**Signal wires on met2**

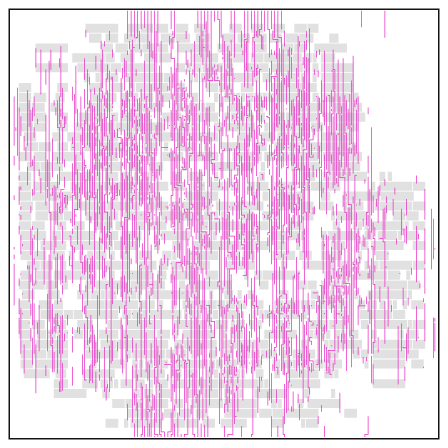
**Routing congestion**

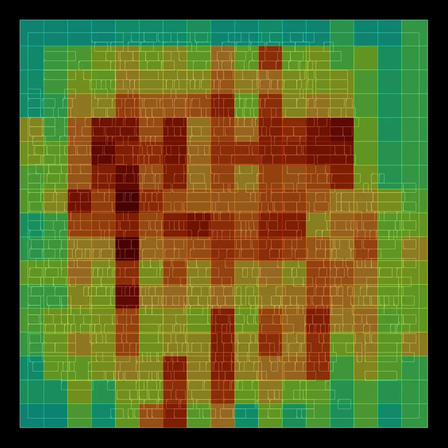
**Clock wires, drivers and flops**

Bar = 20 µm.
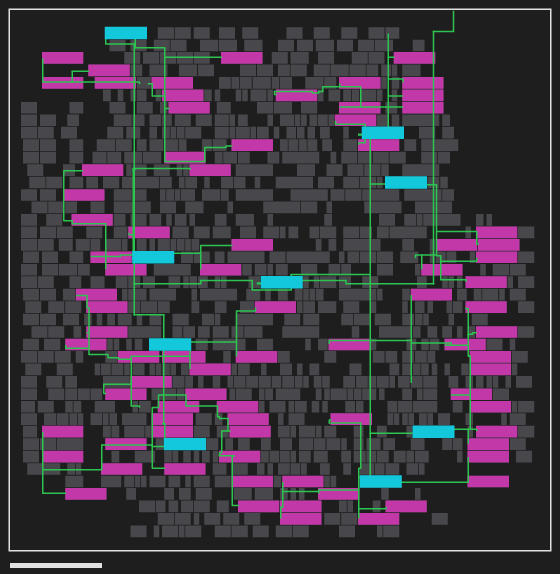
$ cat config.mk
export PLATFORM = sky130hd
export DESIGN_NAME = cut_field_sched
export DESIGN_NICKNAME = d
export VERILOG_FILES = /design/src/rtl/cut_sched_pkg.sv /design/src/rtl/cut_32.sv /design/src/rtl/cut_rr_arb.sv /design/src/rtl/cut_field_sched.sv
export SDC_FILE = /design/constraint.sdc
export NUM_CORES = 1
export LEC_CHECK = 0
export CORE_MARGIN = 2
export CORE_UTILIZATION = 48
export CTS_CLUSTER_SIZE = 40
export DETAILED_ROUTE_END_ITERATION = 10
export PLACE_DENSITY = 0.87
export SLEW_MARGIN = 15
export SYNTH_ARGS = -nofsm -noshare
export SYNTH_HDL_FRONTEND = slang
export SYNTH_SLANG_ARGS = --single-unit
$ cat constraint.sdc
create_clock -name clk -period 2.46 [get_ports clk]
set_input_delay 0.492 -clock clk [delete_from_list [all_inputs] [get_ports clk]]
set_output_delay 0.492 -clock clk [all_outputs]
set_load 0.02 [all_outputs]
$ cat src/rtl/cut_sched_pkg.sv
// rtl/cut_sched_pkg.sv - shared constants, state codes and request record for cut_field_sched
package cut_sched_pkg;

  localparam int         CUT_W   = 32;
  localparam logic [5:0] LEN_MAX = 6'd32;

  localparam logic [1:0] ST_IDLE  = 2'd0;
  localparam logic [1:0] ST_SHIFT = 2'd1;
  localparam logic [1:0] ST_MASK  = 2'd2;
  localparam logic [1:0] ST_RESP  = 2'd3;

  localparam logic ID_A = 1'b0;
  localparam logic ID_B = 1'b1;

  typedef struct packed {
    logic [CUT_W-1:0] data;
    logic [4:0]       pos;
    logic [5:0]       len;
    logic             id;
  } cut_req_t;

  function automatic logic [5:0] clamp_len(input logic [5:0] len);
    return (len > LEN_MAX) ? LEN_MAX : len;
  endfunction

endpackage

$ cat src/rtl/cut_32.sv
// rtl/cut_32.sv - keeps the low n bits of d and clears the rest; n >= 32 passes d through
module cut_32 (
  input  logic [5:0]  n,
  input  logic [31:0] d,
  output logic [31:0] q
);

  logic [31:0] mask;

  always_comb begin
    mask = '0;
    if (n >= 6'd32) mask = '1;
    else            mask = (32'h1 << n[4:0]) - 32'h1;
  end

  assign q = d & mask;

endmodule

$ cat src/rtl/cut_rr_arb.sv
// rtl/cut_rr_arb.sv - two-way round-robin arbiter; pointer names the requester favoured on a tie
module cut_rr_arb
  import cut_sched_pkg::*;
(
  input  logic       clk,
  input  logic       rst_n,
  input  logic       req_a,
  input  logic       req_b,
  input  logic       en,
  input  logic       accept,
  output logic [1:0] grant,
  output logic       ptr
);

  always_comb begin
    grant = 2'b00;
    if (en) begin
      if (req_a && (!req_b || ptr == ID_A)) grant = 2'b01;
      else if (req_b)                       grant = 2'b10;
    end
  end

  // After a grant, the other requester gets priority on the next tie.
  always_ff @(posedge clk or negedge rst_n) begin
    if (!rst_n)      ptr <= ID_A;
    else if (accept) ptr <= grant[0] ? ID_B : ID_A;
  end

endmodule

$ cat src/rtl/cut_field_sched.sv
// rtl/cut_field_sched.sv - round-robin scheduler sharing one cut_32 between requesters A and B
// Optional sign fill of the cut field is enabled by defining CUT_SCHED_SIGN_EXT_EN.
module cut_field_sched
  import cut_sched_pkg::*;
#(
  parameter int W = 32
) (
  input  logic         clk,
  input  logic         rst_n,
  input  logic         a_valid,
  output logic         a_ready,
  input  logic [W-1:0] a_data,
  input  logic [4:0]   a_pos,
  input  logic [5:0]   a_len,
  input  logic         a_sext,
  input  logic         b_valid,
  output logic         b_ready,
  input  logic [W-1:0] b_data,
  input  logic [4:0]   b_pos,
  input  logic [5:0]   b_len,
  input  logic         b_sext,
  output logic         rsp_valid,
  input  logic         rsp_ready,
  output logic [W-1:0] rsp_data,
  output logic         rsp_id
);

  logic [1:0]  state;
  cut_req_t    req_q;
  logic [1:0]  grant;
  logic        accept;
  logic        unused_ptr;
  logic [31:0] cut_q;
  logic [31:0] mask_result;

  // Gating with rst_n keeps both readies low for the whole reset.
  cut_rr_arb u_arb (
    .clk    (clk),
    .rst_n  (rst_n),
    .req_a  (a_valid),
    .req_b  (b_valid),
    .en     ((state == ST_IDLE) && rst_n),
    .accept (accept),
    .grant  (grant),
    .ptr    (unused_ptr)
  );

  assign a_ready = grant[0];
  assign b_ready = grant[1];
  assign accept  = (a_valid && a_ready) || (b_valid && b_ready);

  cut_32 u_cut (
    .n (req_q.len),
    .d (req_q.data),
    .q (cut_q)
  );

`ifdef CUT_SCHED_SIGN_EXT_EN
  logic        sext_q;
  logic [31:0] fill;

  always_ff @(posedge clk or negedge rst_n) begin
    if (!rst_n)                             sext_q <= 1'b0;
    else if (state == ST_IDLE && accept)    sext_q <= grant[1] ? b_sext : a_sext;
  end

  always_comb begin
    fill = '0;
    if (sext_q && req_q.len != 6'd0 && req_q.len < LEN_MAX && cut_q[req_q.len[4:0] - 5'd1])
      fill = ~((32'h1 << req_q.len[4:0]) - 32'h1);
  end

  assign mask_result = cut_q | fill;
`else
  logic unused_sext;
  assign unused_sext = a_sext ^ b_sext;
  assign mask_result = cut_q;
`endif

  always_ff @(posedge clk or negedge rst_n) begin
    if (!rst_n) begin
      state     <= ST_IDLE;
      req_q     <= '0;
      rsp_valid <= 1'b0;
      rsp_data  <= '0;
      rsp_id    <= ID_A;
    end else begin
      case (state)
        ST_IDLE: begin
          if (accept) begin
            if (grant[1]) begin
              req_q.data <= b_data;
              req_q.pos  <= b_pos;
              req_q.len  <= clamp_len(b_len);
              req_q.id   <= ID_B;
            end else begin
              req_q.data <= a_data;
              req_q.pos  <= a_pos;
              req_q.len  <= clamp_len(a_len);
              req_q.id   <= ID_A;
            end
            state <= ST_SHIFT;
          end
        end
        ST_SHIFT: begin
          req_q.data <= req_q.data >> req_q.pos;
          state      <= ST_MASK;
        end
        ST_MASK: begin
          rsp_data  <= mask_result;
          rsp_id    <= req_q.id;
          rsp_valid <= 1'b1;
          state     <= ST_RESP;
        end
        ST_RESP: begin
          if (rsp_ready) begin
            rsp_valid <= 1'b0;
            state     <= ST_IDLE;
          end
        end
        default: state <= ST_IDLE;
      endcase
    end
  end

endmodule

==> summary.txt <==
impl run done, here's what came out: status=finished, final reports clean, comb. cell area=~3800 µm², Leak Pwr=around 3.3 nW, top cells by area=dfrtp_1 (33%), mux2i_1 (9.3%), mux4_2 (8.3%), non-filler cells, final=~1000, RePlAce Congestion=roughly 1, worst slack at placement=-0.0290 ns, area occupied by registers=2030 µm², Commonest flop=dfrtp_1, combinational share of power=0.656, Top pwr grp=combinational logic, die outline height=118 µm, Slew @ Worst Pin=0.726 ns, Synth top cell by count=dfrtp_1, crit-path cells=inv_1 -> ha_1 -> nand3_1 -> a21oi_4 -> buf_12 -> mux2i_1 -> o21ai_0 -> o32a_1, layout cells sized above 1=0.181, PortBufs=126, Clk pin slew, worst setup/hold paths=~0.07 ns, Synth async-reset ratio=1.00, post-synthesis compound-gate area fraction=0.229, Seq share, synth=0.325, vias in the first global route=6191, grt total ovfl=0, DR iter-0 viols=roughly 780, Tcrit/Tclk final=0.936, Setup crit end=req_q[14]$_DFFE_PN0P_, yosys stat area=6230 µm², Plain + repair buffers=189, WS Path Type=register to register, Post-Synth Simple-Gate Area=0.119, R2R depth=8, Post-CTS Setup Bufs=0, switching pwr=~5.8 mW, Final WS setup=0.156 ns, startpoint types=register, Seq area share=0.246, Non-Clock Inverter Count=45, Die X=118 µm, slowest CP cell=o32a_1, Non-clock buffering overhead=0.216, area grow syn2layout=32.3%, Commonest cells post-synth=dfrtp_1 (81), nand2_1 (71), mux2i_1 (58), o21ai_0 (46), inv_1 (44), Post-Syn Area=around 6200 µm², Layout clock area frac=0.0348, part of the power in registers=0.234, H-Tree Depth=3, Post-Syn Instances=677, n_diodes=0, Syn Nets=between 700 and 800, post-DP HPWL=approximately 16 mm, CP required=2.69 ns, number of buffers created by CTS=9, Tmin final=2.30 ns, Min Hold Slack=0.126 ns, DR pass1 iterations=5, ys flops=about 81, RSZ-0062 raised after global routing=no, clock buffer depth=2, top cell family by delay on the critical path=AND-OR/OR-AND gates, remaining antenna violation count=0, Total GRT Usage=0.308, Top Ports=129
## Picture notes: 'signal wires on met2'
wire length on this layer: 9760 µm
share of all routed wire: 46%
nets with wire on the layer: 776
total number of vias: 6278
grt met2 use: 0.483
final wirelength: 21.2 mm

## Picture notes: 'routing congestion'
GR peak layer: met2
global-route track usage on met3: 0.0625
met1 Use GR: 0.406

## Picture notes: 'clock wires, drivers and flops'
legend:
  green:
    item: clock wires
    length: 1130 µm
  magenta:
    item: flip-flops
    count: 81
  cyan:
    item: cells driving clock nets
    count: 9
routed clock nets: 10
flops lie: all over the die
Clk pwr share: 0.109
P_clk: 1.32 mW
clk_lat worst skew: 0.36 ns
skew final: 0.00799 ns

Power and IR drop assume default switching activity.
